[src/rtl/uart_receiver.sv]
// -----------------------------------------------------------------------------
// uart_receiver
//
// Serial-to-parallel UART receiver (8N1 by default, LSB first, idle-high line).
// The asynchronous rx pin is brought into the clock domain through a two-flop
// synchronizer. A four-state FSM then finds the start bit, samples each data
// bit at its centre and checks the stop bit. Every completed frame ends in a
// one-cycle valid pulse (good stop bit) or a one-cycle frame_error pulse (bad
// stop bit, frame discarded).
//
// Parameters:
//   CLKS_PER_BIT - clock cycles per bit period (>= 4)
//   DATA_BITS    - data bits per frame (5..9)
//
// Ports:
//   clock       in   system clock, rising edge
//   reset       in   asynchronous, active-high reset
//   rx          in   serial line, asynchronous to clock, idle = 1
//   data        out  last correctly received word, bit 0 = first bit on line
//   valid       out  one-cycle pulse, data was just updated with a good frame
//   frame_error out  one-cycle pulse, stop bit sampled low, frame dropped
//   busy        out  high while a frame is being received
// -----------------------------------------------------------------------------
module uart_receiver #(
  parameter int CLKS_PER_BIT = 16,
  parameter int DATA_BITS    = 8
) (
  input  logic                 clock,
  input  logic                 reset,
  input  logic                 rx,
  output logic [DATA_BITS-1:0] data,
  output logic                 valid,
  output logic                 frame_error,
  output logic                 busy
);

  localparam int HALF  = CLKS_PER_BIT / 2;
  localparam int CNT_W = $clog2(CLKS_PER_BIT);
  localparam int IDX_W = $clog2(DATA_BITS);

  // The counter holds j-1 just before the j-th edge after a restart, so a
  // sample lands on the edge where it reaches (distance - 1).
  localparam logic [CNT_W-1:0] HALF_LAST = CNT_W'(HALF - 1);
  localparam logic [CNT_W-1:0] BIT_LAST  = CNT_W'(CLKS_PER_BIT - 1);
  localparam logic [IDX_W-1:0] IDX_LAST  = IDX_W'(DATA_BITS - 1);

  typedef enum logic [1:0] {
    S_IDLE  = 2'd0,
    S_START = 2'd1,
    S_DATA  = 2'd2,
    S_STOP  = 2'd3
  } state_t;

  state_t               state_q, state_d;
  logic                 sync1_q, sync1_d;
  logic                 sync2_q, sync2_d;
  logic [CNT_W-1:0]     cnt_q, cnt_d;
  logic [IDX_W-1:0]     idx_q, idx_d;
  logic [DATA_BITS-1:0] shift_q, shift_d;
  logic [DATA_BITS-1:0] data_q, data_d;
  logic                 valid_q, valid_d;
  logic                 frame_error_q, frame_error_d;
  logic                 busy_q, busy_d;

  logic rx_s;
  logic sample_s;

  assign rx_s = sync2_q;

  // Start bit is sampled half a bit in; later samples are a full bit apart,
  // which keeps every sample at the centre of its bit.
  assign sample_s = ((state_q == S_START) && (cnt_q == HALF_LAST)) ||
                    (((state_q == S_DATA) || (state_q == S_STOP)) &&
                     (cnt_q == BIT_LAST));

  // State register: all flops, asynchronous reset.
  always_ff @(posedge clock or posedge reset) begin
    if (reset) begin
      state_q       <= S_IDLE;
      sync1_q       <= 1'b1;
      sync2_q       <= 1'b1;
      cnt_q         <= '0;
      idx_q         <= '0;
      shift_q       <= '0;
      data_q        <= '0;
      valid_q       <= 1'b0;
      frame_error_q <= 1'b0;
      busy_q        <= 1'b0;
    end else begin
      state_q       <= state_d;
      sync1_q       <= sync1_d;
      sync2_q       <= sync2_d;
      cnt_q         <= cnt_d;
      idx_q         <= idx_d;
      shift_q       <= shift_d;
      data_q        <= data_d;
      valid_q       <= valid_d;
      frame_error_q <= frame_error_d;
      busy_q        <= busy_d;
    end
  end

  // Next-state logic: synchronizer, FSM transitions, counters, shift register.
  always_comb begin
    sync1_d = rx;
    sync2_d = sync1_q;
    state_d = state_q;
    cnt_d   = cnt_q + CNT_W'(1);
    idx_d   = idx_q;
    shift_d = shift_q;

    case (state_q)
      S_IDLE: begin
        cnt_d = '0;
        if (!rx_s) begin
          state_d = S_START;
        end else begin
          state_d = S_IDLE;
        end
      end

      S_START: begin
        if (sample_s) begin
          cnt_d = '0;
          if (!rx_s) begin
            state_d = S_DATA;
            idx_d   = '0;
          end else begin
            // Line went back high before mid start bit: treat as a glitch.
            state_d = S_IDLE;
          end
        end else begin
          state_d = S_START;
        end
      end

      S_DATA: begin
        if (sample_s) begin
          cnt_d   = '0;
          shift_d = {rx_s, shift_q[DATA_BITS-1:1]};
          if (idx_q == IDX_LAST) begin
            state_d = S_STOP;
          end else begin
            idx_d = idx_q + IDX_W'(1);
          end
        end else begin
          state_d = S_DATA;
        end
      end

      S_STOP: begin
        if (sample_s) begin
          // Leave at mid stop bit so a start bit right after a single stop
          // bit is still caught.
          cnt_d   = '0;
          state_d = S_IDLE;
        end else begin
          state_d = S_STOP;
        end
      end

      default: begin
        cnt_d   = '0;
        state_d = S_IDLE;
      end
    endcase
  end

  // Output logic: registered data / valid / frame_error / busy.
  always_comb begin
    data_d        = data_q;
    valid_d       = 1'b0;
    frame_error_d = 1'b0;
    busy_d        = (state_d != S_IDLE);

    if ((state_q == S_STOP) && sample_s) begin
      if (rx_s) begin
        data_d  = shift_q;
        valid_d = 1'b1;
      end else begin
        frame_error_d = 1'b1;
      end
    end else begin
      data_d = data_q;
    end
  end

  assign data        = data_q;
  assign valid       = valid_q;
  assign frame_error = frame_error_q;
  assign busy        = busy_q;

endmodule
[config.mk]
export PLATFORM = sky130hd
export DESIGN_NAME = uart_receiver
export DESIGN_NICKNAME = d
export VERILOG_FILES = /design/src/rtl/uart_receiver.sv
export SDC_FILE = /design/constraint.sdc
export NUM_CORES = 1
export LEC_CHECK = 0
export CAP_MARGIN = 20
export CORE_MARGIN = 5
export CORE_UTILIZATION = 64
export CTS_BUF_LIST = sky130_fd_sc_hd__clkbuf_4
export DETAILED_ROUTE_END_ITERATION = 10
export DONT_BUFFER_PORTS = 1
export GPL_TIMING_DRIVEN = 0
export HOLD_SLACK_MARGIN = 0.02
export PLACE_DENSITY = 0.8
export SYNTH_ARGS = -nofsm -noshare
export SYNTH_HDL_FRONTEND = slang
export SYNTH_SLANG_ARGS = --single-unit
[constraint.sdc]
create_clock -name clock -period 2 [get_ports clock]
set_input_delay 0.4 -clock clock [delete_from_list [all_inputs] [get_ports clock]]
set_output_delay 0.4 -clock clock [all_outputs]
set_load 0.01 [all_outputs]
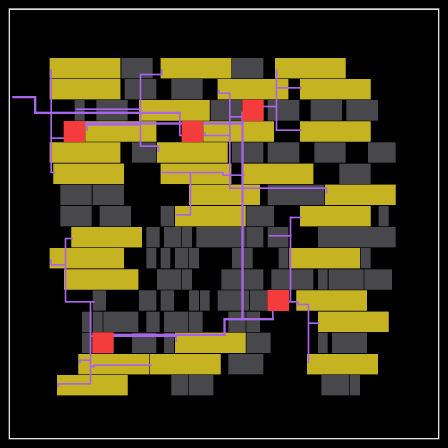
Fig. 1. Routed clock nets over the placement.
[yellow] flip-flops | count: 30
[purple] clock wires | length: 304 um
[red] cells driving clock nets | count: 5
routed clock nets	6

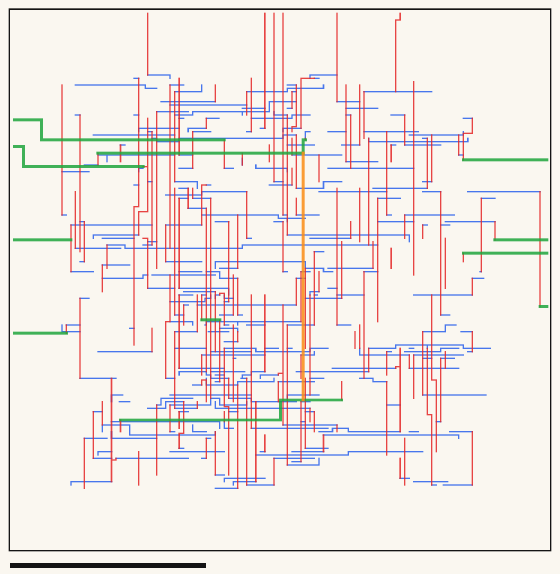
Fig. 2. Metal layers overlaid.
The bar under the picture is 20 um long.
colour	layer	wire length
green	met3	122 um
orange	met4	25.2 um
red	met2	956 um
blue	met1	847 um

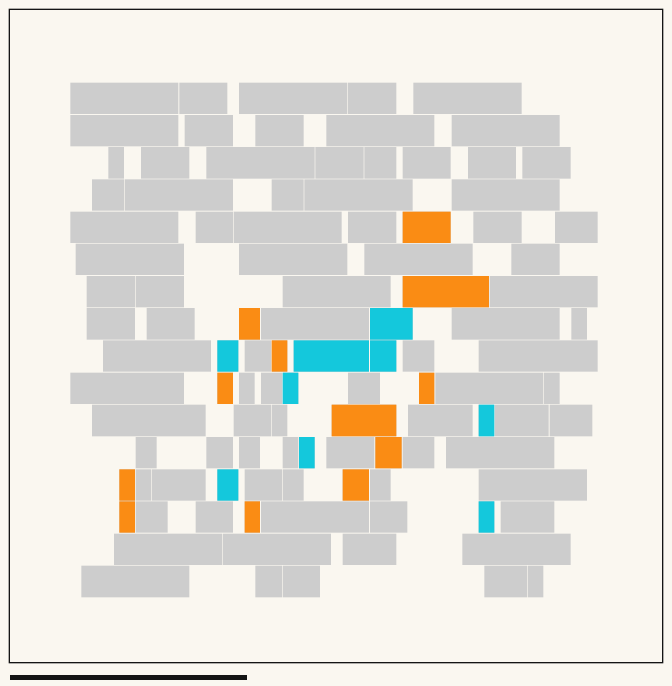
Fig. 3. Gate families picked out.
The bar under the picture is 20 um long.
colour	family	cells	most used
cyan	NAND gates	9	nand2_1
orange	NOR gates	12	nor2_1

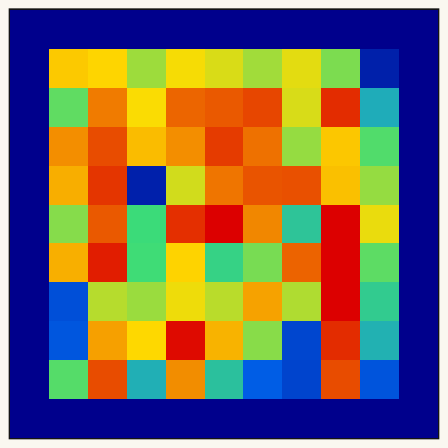
Fig. 4. Cell density map.
11 x 11 tiles, from dark blue (low) to red (high), 0 to 100% covered.
nearly empty tiles	33%
densest ninth of the die	centre
fullest tile	100%

==> job_summary.md <==
## Implementation flow summary

| Metric | Value |
|---|---|
| Top pwr grp | registers |
| Post-synthesis xor/xnor area fraction | 0.0202 |
| Cell mode on critical path | ha_1 |
| Worst setup path endpoint | idx_q[0] |
| Max incr delay on CP | 400 ps |
| Met1 wire length | 847 um |
| Postcts setup bufs | 0 |
| AND/OR/NAND/NOR Cells, Area Fraction | 0.126 |
| Critical path buffers and inverters | 0 |
| Final WL | 1950 um |
| Clk_lat worst skew | 330 ps |
| Comb pwr | 395 uW |
| Dpl cell area | 1330 sq um |
| Met2 WL | 956 um |
| Drt initial violations | 6 |
| Cell taking the most area after synthesis | dfrtp_1 |
| RR Startpoint | idx_q[0] |
| GR Util met3 | 0.0751 |
| H-Tree Depth | 2 |
| Clock sink count | 30 |
| Well Taps | 27 |
| Boundary Pins | 14 |
| Leak pwr | 0.000705 uW |
| Reg power frac | 0.517 |
| Hold Path Class | in -> reg |
| CTS tree | built |
| Crit. End Element | flop |
| Diode count | 0 |
| Buffers added on ports | 0 |
| Critical path's top delay family | adder cells |
| Final hold violations | 0 |
| Vias/cell | 5.63 |
| Gr busiest metal | met2 |
| Post-synth tally of flip-flops with integrated enable | 0 |
| Non-filler instance count after layout | 133 |
| Die area | 3030 sq um |
| Core Box Area | 1940 sq um |
| Met3 routed wirelength | 121 um |
| Data buffer area share | 0.0351 |
| Total power | 1500 uW |
| CP Class | reg -> reg |
| Root Driver | clkbuf_4 |
| Worst Slack Setup Final | 355 ps |
| AND-OR/OR-AND share of the synthesized area | 0.0500 |
| Status | complete, no violations |
| Int Power | 992 uW |
| First-pass GRT wire length | 3310 um |
| # hold bufs at CTS | 0 |
| Vias in the first global route | 739 |
| GR Util met1 | 0.204 |
| PD cells | 1060 nW/um^2 |
| Required @ worst endpoint | 2210 ps |
| Cells on worst reg2reg path | 5 |
| Net Count, Synth | 102 |
| Worst r2r dst | idx_q[0] |
| Largest class | registers |
| Most frequent logic cell in the layout | dfrtp_1 |
| Residual DRC count | 0 |
| Seq area share | 0.529 |
| Logic inverters | 7 |
| CTS buffer count | 5 |
| Routed WL per cell | 14.7 um |
| Min-Delay Endpoint | sync1_q |
| Die width | 55.1 um |
| Setup TNS | 0 ps |
| Top cells by area | dfrtp_1, mux2_2, dfstp_2, ha_1, inv_1 |
| Met2 usage | 0.244 |
| Via count | 749 |
| Count of pins over their slew limit | 0 |
| ClkCell Share | 0.0378 |
| Worst-margin pin slew | 415 ps |
| Fmax achieved | 608 MHz |
| Slew headroom | 0.723 |
| Netlist Area Pre-Place | 1300 sq um |
| Min-delay src | rx |
| VDD IR max | 0.851 mV |
| Sw Share | 0.340 |
| GRT Util Overall | 0.164 |
| Top sig layer | met4 |
| Clock Power | 331 uW |
| Pre-CTS WS | 366 ps |
| CP Depth | 5 |
| Tool Warnings | 26 |
| R2r setup slk | 360 ps |
| Layout fillers | 147 |
| Post-synth ARST share | 1.00 |
| Largest net degree at the start of global routing | 31 |
| Synth Area in Adders | 0.0289 |
| Crit-path cells | ha_1, ha_1, and4bb_1, o21bai_2, mux2_4 |
| Syn avg cell area | 13.5 sq um |
| Sequential cell area | 753 sq um |
Power and IR drop assume default switching activity.
